--- src/rtl/word_serializer_pkg.sv ---
// Shared encodings for the word serializer: FSM state values and the
// bit-order selector used by the LSB_FIRST parameter.
package word_serializer_pkg;

    typedef enum logic {
        IDLE  = 1'b0,
        SHIFT = 1'b1
    } state_e;

    localparam bit BIT_MSB_FIRST = 1'b0;
    localparam bit BIT_LSB_FIRST = 1'b1;

endpackage

--- src/rtl/word_serializer.sv ---
// Parallel-to-serial front end for the sequence detectors: a shifter plus a
// one-word holding buffer so consecutive words stream with no idle bit between.
module word_serializer
    import word_serializer_pkg::*;
#(
    parameter int W         = 4,
    parameter bit LSB_FIRST = BIT_MSB_FIRST
) (
    input  logic         clk,
    input  logic         reset,
    input  logic [W-1:0] din,
    input  logic         din_valid,
    output logic         din_ready,
    input  logic         pause,
    output logic         x,
    output logic         x_valid,
    output logic         busy,
    output logic         word_done
);

    localparam int             CW       = $clog2(W);
    localparam logic [CW-1:0]  CNT_LOAD = CW'(W - 1);

    state_e         state_q, state_d;
    logic [W-1:0]   shift_q, shift_d;
    logic [W-1:0]   hold_q, hold_d;
    logic           holdFull_q, holdFull_d;
    logic [CW-1:0]  cnt_q, cnt_d;

    logic           xfer;
    logic           lastBit;
    logic           headBit;
    logic [W-1:0]   shifted;

    assign headBit = (LSB_FIRST == BIT_LSB_FIRST) ? shift_q[0] : shift_q[W-1];
    assign shifted = (LSB_FIRST == BIT_LSB_FIRST) ? {1'b0, shift_q[W-1:1]}
                                                  : {shift_q[W-2:0], 1'b0};

    // din_ready depends only on registered state, never on din_valid.
    assign din_ready = !holdFull_q;
    assign xfer      = din_valid & !holdFull_q;
    assign lastBit   = (cnt_q == '0);
    assign x_valid   = (state_q == SHIFT);
    assign x         = x_valid & headBit;
    assign word_done = x_valid & lastBit & !pause;
    assign busy      = x_valid | holdFull_q;

    always_comb begin
        state_d    = state_q;
        shift_d    = shift_q;
        hold_d     = hold_q;
        holdFull_d = holdFull_q;
        cnt_d      = cnt_q;

        unique case (state_q)
            IDLE: begin
                if (xfer) begin
                    shift_d = din;
                    cnt_d   = CNT_LOAD;
                    state_d = SHIFT;
                end
            end
            SHIFT: begin
                if (!pause && lastBit) begin
                    // Retiring edge: refill from hold, else bypass din, else stop.
                    if (holdFull_q) begin
                        shift_d    = hold_q;
                        cnt_d      = CNT_LOAD;
                        holdFull_d = 1'b0;
                    end else if (xfer) begin
                        shift_d = din;
                        cnt_d   = CNT_LOAD;
                    end else begin
                        shift_d = '0;
                        state_d = IDLE;
                    end
                end else begin
                    if (!pause) begin
                        shift_d = shifted;
                        cnt_d   = cnt_q - CW'(1);
                    end
                    if (xfer) begin
                        hold_d     = din;
                        holdFull_d = 1'b1;
                    end
                end
            end
            default: state_d = IDLE;
        endcase
    end

    always_ff @(posedge clk or posedge reset) begin
        if (reset) begin
            state_q    <= IDLE;
            shift_q    <= '0;
            hold_q     <= '0;
            holdFull_q <= 1'b0;
            cnt_q      <= '0;
        end else begin
            state_q    <= state_d;
            shift_q    <= shift_d;
            hold_q     <= hold_d;
            holdFull_q <= holdFull_d;
            cnt_q      <= cnt_d;
        end
    end

endmodule

--- config.mk ---
export PLATFORM = sky130hd
export DESIGN_NAME = word_serializer
export DESIGN_NICKNAME = d
export VERILOG_FILES = /design/src/rtl/word_serializer_pkg.sv /design/src/rtl/word_serializer.sv
export SDC_FILE = /design/constraint.sdc
export NUM_CORES = 1
export LEC_CHECK = 0
export ABC_AREA = 1
export CORE_UTILIZATION = 55
export DETAILED_ROUTE_END_ITERATION = 10
export DONT_BUFFER_PORTS = 1
export GPL_TIMING_DRIVEN = 0
export PLACE_DENSITY = 0.79
export SYNTH_ARGS = -nofsm -noshare
export SYNTH_HDL_FRONTEND = slang
export SYNTH_SLANG_ARGS = --single-unit
export TNS_END_PERCENT = 30
--- constraint.sdc ---
create_clock -name clk -period 1.5 [get_ports clk]
set_input_delay 0.225 -clock clk [delete_from_list [all_inputs] [get_ports clk]]
set_output_delay 0.225 -clock clk [all_outputs]
set_load 0.01 [all_outputs]
==> images/placement.png <==
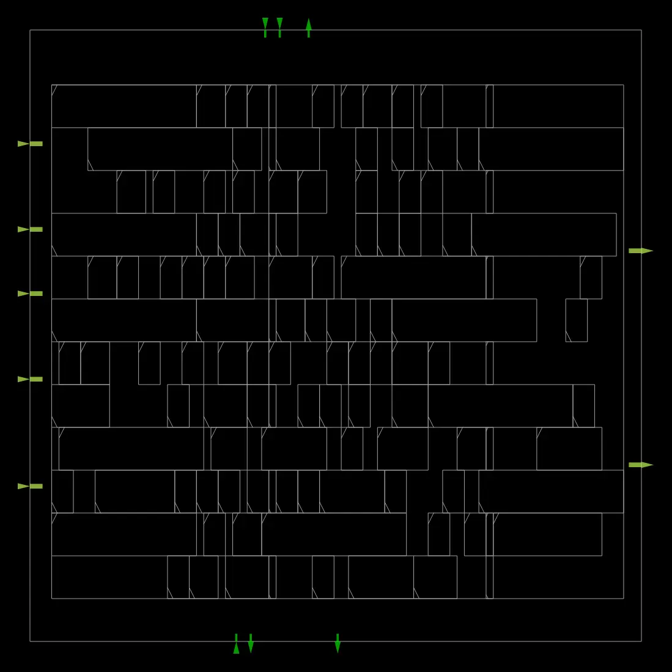
cell row count: 12
Seq area share: 36.5%
n_taps: 14
core area: 1190 um2
Non-Filler Instances: 122

==> images/clk_routes.png <==
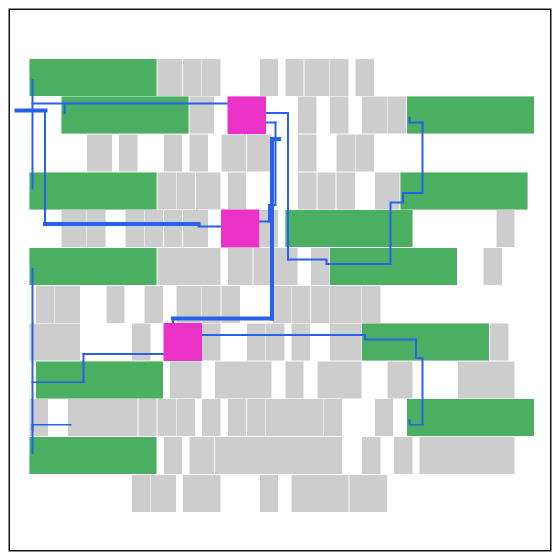
[clock drivers] magenta | count: 3
[flip-flops] green | count: 12
[clock wires] blue | length: 168 um
routed clock nets: 4

==> images/metal_density.png <==
Scale bar: 10 um. 8 x 8 tiles, from dark purple (low) to yellow (high), scaled to the fullest tile. Values are wire area over tile area, all layers added.
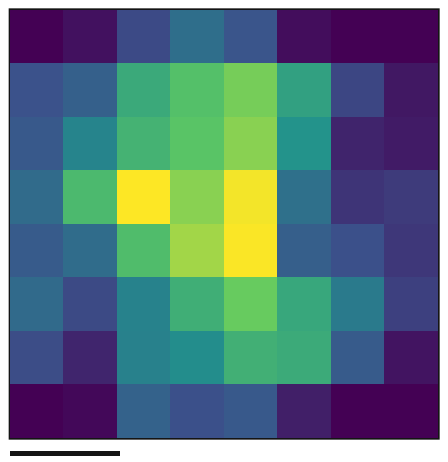
fullest tile: 0.45
tiles over half the peak: 31%
densest ninth of the die: center

==> images/sizes.png <==
Scale bar: 10 um.
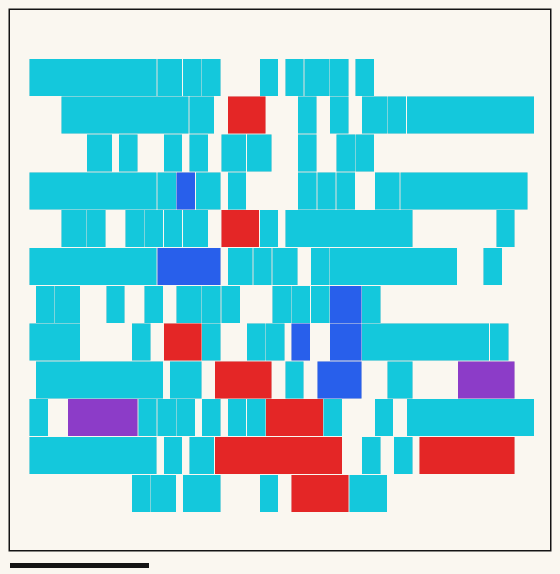
| size | color | cells | share |
|---|---|---|---|
| _0 and _1 cells | cyan | 92 | 85% |
| _6 and larger | purple | 2 | 1.9% |
| _2 cells | blue | 6 | 5.6% |
| _3 and _4 cells | red | 8 | 7.4% |

==> CHANGELOG.md <==
## Flow update

* Run status: finished clean
* CP max stage cell: dfrtp_1
* Fin. Hold Viols at 0
* Hold Buf Count CTS at 1
* Clock group total power at 0.266 mW
* Detailed Route WL at 1590 um
* Top non-seq family: simple AND/OR/NAND/NOR gates
* Most used routing layer: met2
* Area leader share at 40.2%
* Setup TNS at 0 ps
* Comb pwr share at 50.3%
* Total power draw at 1.69 mW
* Critical path type: reg2out
* Tot GR Track Use at 24.8%
* Top cells excl fill/tap: nand2_1 (34), inv_1 (12), nor2_1 (12), dfrtp_1 (12), nand3_1 (9)
* Flop pwr share at 34.1%
* Multiplexer share at 0%
* Post-layout period usage of the worst path at 95.5%
* Worst endpoint data arrival time at 1210 ps
* DR WL/cell at 13.0 um
* Largest net degree at the start of global routing at 13
* Registers at 12
* Unrepaired setup endpoints after global routing: false
* Post-layout util at 69.4%
* RR Startpoint: cnt_q[0]
* Routability cong. at 0.906
* ANT nets after route at 0
No activity file was given, so power comes from the tool's default toggle rates.
